[src/rtl/exe_operand_stage_pkg.sv]
// Shared encodings for the operand-select / forwarding stage.
package exe_operand_stage_pkg;

  typedef enum logic [1:0] {
    OP2_REG  = 2'd0,
    OP2_IMM  = 2'd1,
    OP2_DREG = 2'd2
  } op2_sel_e;

  typedef enum logic [1:0] {
    FWD_RF    = 2'd0,
    FWD_EXMEM = 2'd1,
    FWD_MEMWB = 2'd2,
    FWD_ZERO  = 2'd3
  } fwd_src_e;

  typedef enum logic {
    EMPTY = 1'b0,
    FULL  = 1'b1
  } slot_state_e;

endpackage

[src/rtl/exe_operand_stage_fwd_select.sv]
// Per-source forwarding selector with load-use hazard detection.
module fwd_select
  import exe_operand_stage_pkg::*;
#(
  parameter int DATA_W     = 64,
  parameter int REG_ADDR_W = 5
) (
  input  logic                  needed,
  input  logic [REG_ADDR_W-1:0] addr,
  input  logic [DATA_W-1:0]     rf_data,
  input  logic                  exmem_wr_en,
  input  logic [REG_ADDR_W-1:0] exmem_wr_addr,
  input  logic [DATA_W-1:0]     exmem_wr_data,
  input  logic                  exmem_is_load,
  input  logic                  memwb_wr_en,
  input  logic [REG_ADDR_W-1:0] memwb_wr_addr,
  input  logic [DATA_W-1:0]     memwb_wr_data,
  output logic [DATA_W-1:0]     data,
  output logic                  hazard
);

  fwd_src_e src;
  logic     exmem_hit;

  always_comb begin
    exmem_hit = exmem_wr_en && (exmem_wr_addr == addr);
    src       = FWD_RF;
    if (addr == '0)
      src = FWD_ZERO;
    else if (exmem_hit && !exmem_is_load)
      src = FWD_EXMEM;
    else if (memwb_wr_en && (memwb_wr_addr == addr))
      src = FWD_MEMWB;

    unique case (src)
      FWD_ZERO:  data = '0;
      FWD_EXMEM: data = exmem_wr_data;
      FWD_MEMWB: data = memwb_wr_data;
      default:   data = rf_data;
    endcase

    // A pending load to a live source must wait one cycle to reach MEM/WB.
    hazard = needed && (addr != '0) && exmem_hit && exmem_is_load;
  end

endmodule

[src/rtl/exe_operand_stage.sv]
// Operand select + forwarding stage with single-entry output slot and stall counter.
module exe_operand_stage
  import exe_operand_stage_pkg::*;
#(
  parameter int DATA_W     = 64,
  parameter int REG_ADDR_W = 5,
  parameter int CNT_W      = 16
) (
  input  logic                  clk,
  input  logic                  rst,
  input  logic                  in_valid,
  output logic                  in_ready,
  input  logic [REG_ADDR_W-1:0] in_rs_addr,
  input  logic [REG_ADDR_W-1:0] in_rt_addr,
  input  logic [REG_ADDR_W-1:0] in_rd_addr,
  input  logic [DATA_W-1:0]     in_rs_data,
  input  logic [DATA_W-1:0]     in_rt_data,
  input  logic [DATA_W-1:0]     in_rd_data,
  input  logic [DATA_W-1:0]     in_imm,
  input  logic                  in_alu_src,
  input  logic                  in_mem_new,
  input  logic                  exmem_wr_en,
  input  logic [REG_ADDR_W-1:0] exmem_wr_addr,
  input  logic [DATA_W-1:0]     exmem_wr_data,
  input  logic                  exmem_is_load,
  input  logic                  memwb_wr_en,
  input  logic [REG_ADDR_W-1:0] memwb_wr_addr,
  input  logic [DATA_W-1:0]     memwb_wr_data,
  output logic                  out_valid,
  input  logic                  out_ready,
  output logic [DATA_W-1:0]     out_op1,
  output logic [DATA_W-1:0]     out_op2,
  output logic                  hazard_stall,
  output logic [CNT_W-1:0]      stall_count
);

  slot_state_e       state, next_state;
  op2_sel_e          op2_sel;
  logic [DATA_W-1:0] rs_fwd, rt_fwd, rd_fwd, op2_next;
  logic              rs_hz, rt_hz, rd_hz;
  logic              need_rt, need_rd, capture;

  assign need_rt = !in_mem_new && !in_alu_src;
  assign need_rd = in_mem_new;

  fwd_select #(.DATA_W(DATA_W), .REG_ADDR_W(REG_ADDR_W)) u_fwd_rs (
    .needed(1'b1), .addr(in_rs_addr), .rf_data(in_rs_data),
    .exmem_wr_en(exmem_wr_en), .exmem_wr_addr(exmem_wr_addr),
    .exmem_wr_data(exmem_wr_data), .exmem_is_load(exmem_is_load),
    .memwb_wr_en(memwb_wr_en), .memwb_wr_addr(memwb_wr_addr),
    .memwb_wr_data(memwb_wr_data), .data(rs_fwd), .hazard(rs_hz)
  );

  fwd_select #(.DATA_W(DATA_W), .REG_ADDR_W(REG_ADDR_W)) u_fwd_rt (
    .needed(need_rt), .addr(in_rt_addr), .rf_data(in_rt_data),
    .exmem_wr_en(exmem_wr_en), .exmem_wr_addr(exmem_wr_addr),
    .exmem_wr_data(exmem_wr_data), .exmem_is_load(exmem_is_load),
    .memwb_wr_en(memwb_wr_en), .memwb_wr_addr(memwb_wr_addr),
    .memwb_wr_data(memwb_wr_data), .data(rt_fwd), .hazard(rt_hz)
  );

  fwd_select #(.DATA_W(DATA_W), .REG_ADDR_W(REG_ADDR_W)) u_fwd_rd (
    .needed(need_rd), .addr(in_rd_addr), .rf_data(in_rd_data),
    .exmem_wr_en(exmem_wr_en), .exmem_wr_addr(exmem_wr_addr),
    .exmem_wr_data(exmem_wr_data), .exmem_is_load(exmem_is_load),
    .memwb_wr_en(memwb_wr_en), .memwb_wr_addr(memwb_wr_addr),
    .memwb_wr_data(memwb_wr_data), .data(rd_fwd), .hazard(rd_hz)
  );

  always_comb begin
    op2_sel = OP2_REG;
    if (in_mem_new)
      op2_sel = OP2_DREG;
    else if (in_alu_src)
      op2_sel = OP2_IMM;

    unique case (op2_sel)
      OP2_DREG: op2_next = rd_fwd;
      OP2_IMM:  op2_next = in_imm;
      default:  op2_next = rt_fwd;
    endcase
  end

  always_comb begin
    hazard_stall = in_valid && (rs_hz || rt_hz || rd_hz);
    out_valid    = (state == FULL);
    in_ready     = !hazard_stall && (!out_valid || out_ready);
    capture      = in_valid && in_ready;
    next_state   = state;
    if (capture)
      next_state = FULL;
    else if (out_valid && out_ready)
      next_state = EMPTY;
  end

  always_ff @(posedge clk) begin
    if (rst) begin
      state       <= EMPTY;
      out_op1     <= '0;
      out_op2     <= '0;
      stall_count <= '0;
    end else begin
      state <= next_state;
      if (capture) begin
        out_op1 <= rs_fwd;
        out_op2 <= op2_next;
      end
      if (hazard_stall && (stall_count != '1))
        stall_count <= stall_count + CNT_W'(1);
    end
  end

endmodule

[config.mk]
export PLATFORM = sky130hd
export DESIGN_NAME = exe_operand_stage
export DESIGN_NICKNAME = d
export VERILOG_FILES = /design/src/rtl/exe_operand_stage_pkg.sv /design/src/rtl/exe_operand_stage_fwd_select.sv /design/src/rtl/exe_operand_stage.sv
export SDC_FILE = /design/constraint.sdc
export NUM_CORES = 1
export LEC_CHECK = 0
export CORE_AREA = 2 2 220 222
export DETAILED_ROUTE_END_ITERATION = 10
export DIE_AREA = 0 0 222 224
export GPL_ROUTABILITY_DRIVEN = 0
export GPL_TIMING_DRIVEN = 0
export PLACE_DENSITY_LB_ADDON = 0.08
export SETUP_SLACK_MARGIN = 0.5
export SYNTH_ARGS = -nofsm -noshare
export SYNTH_HDL_FRONTEND = slang
export SYNTH_SLANG_ARGS = --single-unit
[constraint.sdc]
create_clock -name clk -period 3.2 [get_ports clk]
set_clock_uncertainty 0.15 [all_clocks]
set_input_delay 0.48 -clock clk [delete_from_list [all_inputs] [get_ports clk]]
set_output_delay 0.48 -clock clk [all_outputs]
set_load 0.03 [all_outputs]
==> flow_summary.toml, run 1 <==
# physical design summary
[place]
dp_slack_ns = -1.08
placed_cell_area_um2 = 15000
dp_cells = 2162

[logic_synthesis]
synthDominantCellAreaShare = 0.341
synth_cells = 983
yosys_warnings = 0
ys.flops = 145
ys_sh_simple = 0.112

[timing]
worst_pin_slew_ns = 0.845
setup_slack_ns = 0.364
setup_viol = 0
holdWs_ns = 0.326

[outcome]
status = "finished clean"

[global_routing]
grt_use_met1 = 0.266
grt_pass1_vias = 11200
grt_usage = 0.216
antenna_found_initial = 7

[clock_tree]
post_cts_buffers = 9
worstSkewPairLatency_ns = 0.44

[setup_path]
crit_slowest_cell = "or4_4"
crit_chain = "buf_8 > or4_4 > nor2_4 > and3b_2 > o31ai_4 > buf_6 > buf_12 > and2_4 > buf_6"
start_kind = "primary input"
crit_cells = 9

[floorplan]
fp-row-count = 80
nWellTaps = 615

[route]
viasPerCell = 4.91
wire_per_inst_um = 25.2

[final_layout]
signal_buffers = 696
fin_util = 0.344
comb_cells = 725
stdcell_count = 2217
final_layout_top_logic_cell = "clkdlybuf4s50_1"
final_nets = 2006

[pwr]
p_clk_frac = 0.343
swShare = 0.310
pwr-share-seq = 0.335
internal_power_w = 0.00413
seq_cell_power_w = 0.00200
powerDensity_nw_per_um2 = 367
Fig. 1: run 1, cell classes on the final placement
Fill, decap, tap and diode cells in gray.
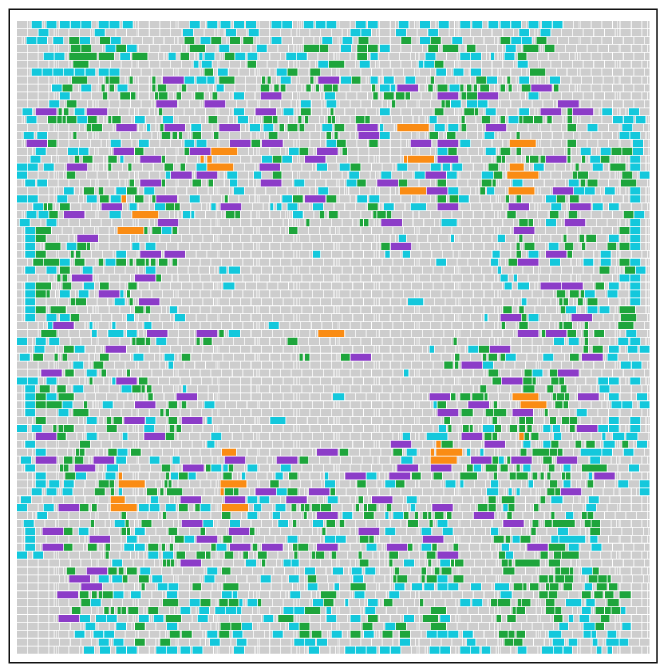
remaining logic cells: shown in green, cells 727. remaining buffers and delay cells: shown in cyan, cells 696. registers: shown in purple, cells 145. clock drivers and dummy loads: shown in orange, cells 31.

Fig. 2: run 1, clock nets
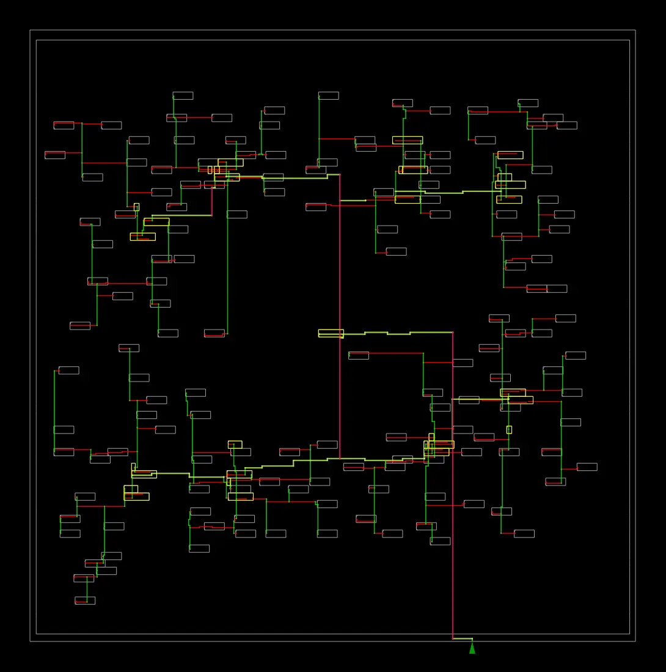
Clock buffer cells: 25
TritonCTS Buffers: 17
Seq cells: 145

Fig. 3: run 1, metal 1
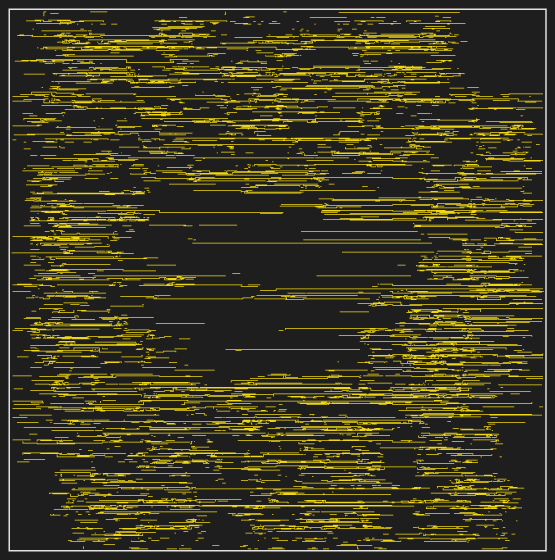
The wires run mostly horizontal. The layer holds 43% of the routed length.
via count: 10900
Total Wirelength: 56.0 mm

--- run 2 (diff from run 1) ---
- ABC_CLOCK_PERIOD_IN_PS: default -> 3200
Fig. 4: run 2, metal 1
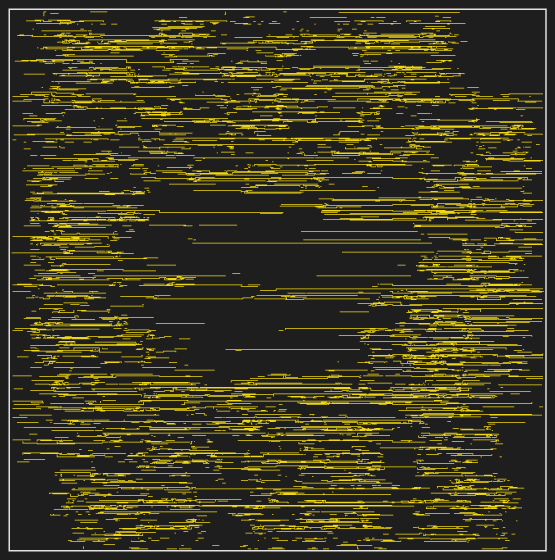
The layer holds 43% of the routed length. The layer carries 23.9 mm of wire. 1835 nets have wire on it. The wires run mostly horizontal.

==> run 2 against run 1 <==
Against the previous run:
- global-route usage did not move
- largest cell class unchanged
- register-to-register slack barely moved
- wire length did not move
- die area did not move
==> flow_summary.toml, run 2 <==
# physical design summary
[pwr]
powerDensity_nw_per_um2 = 367
swShare = 0.310
p_clk_frac = 0.343
seq_cell_power_w = 0.00200

[outcome]
status = "finished clean"

[route]
vias = 10900
routed_wl_mm = 56.0
viasPerCell = 4.91
wire_per_inst_um = 25.2

[global_routing]
antenna_found_initial = 7
grt_pass1_vias = 11200

[timing]
setup_slack_ns = 0.364
worst_pin_slew_ns = 0.845

[logic_synthesis]
synth_cells = 983
ys.flops = 145
yosys_warnings = 0

[place]
dp_slack_ns = -1.08
dp_cells = 2162

[final_layout]
final_layout_top_logic_cell = "clkdlybuf4s50_1"
comb_cells = 725
signal_buffers = 696
flops = 145
stdcell_count = 2217

[setup_path]
start_kind = "primary input"
crit_cells = 9

[clock_tree]
post_cts_buffers = 9
worstSkewPairLatency_ns = 0.44

[floorplan]
nWellTaps = 615
Power figures rest on the tool's default switching activity, not on a simulated workload.
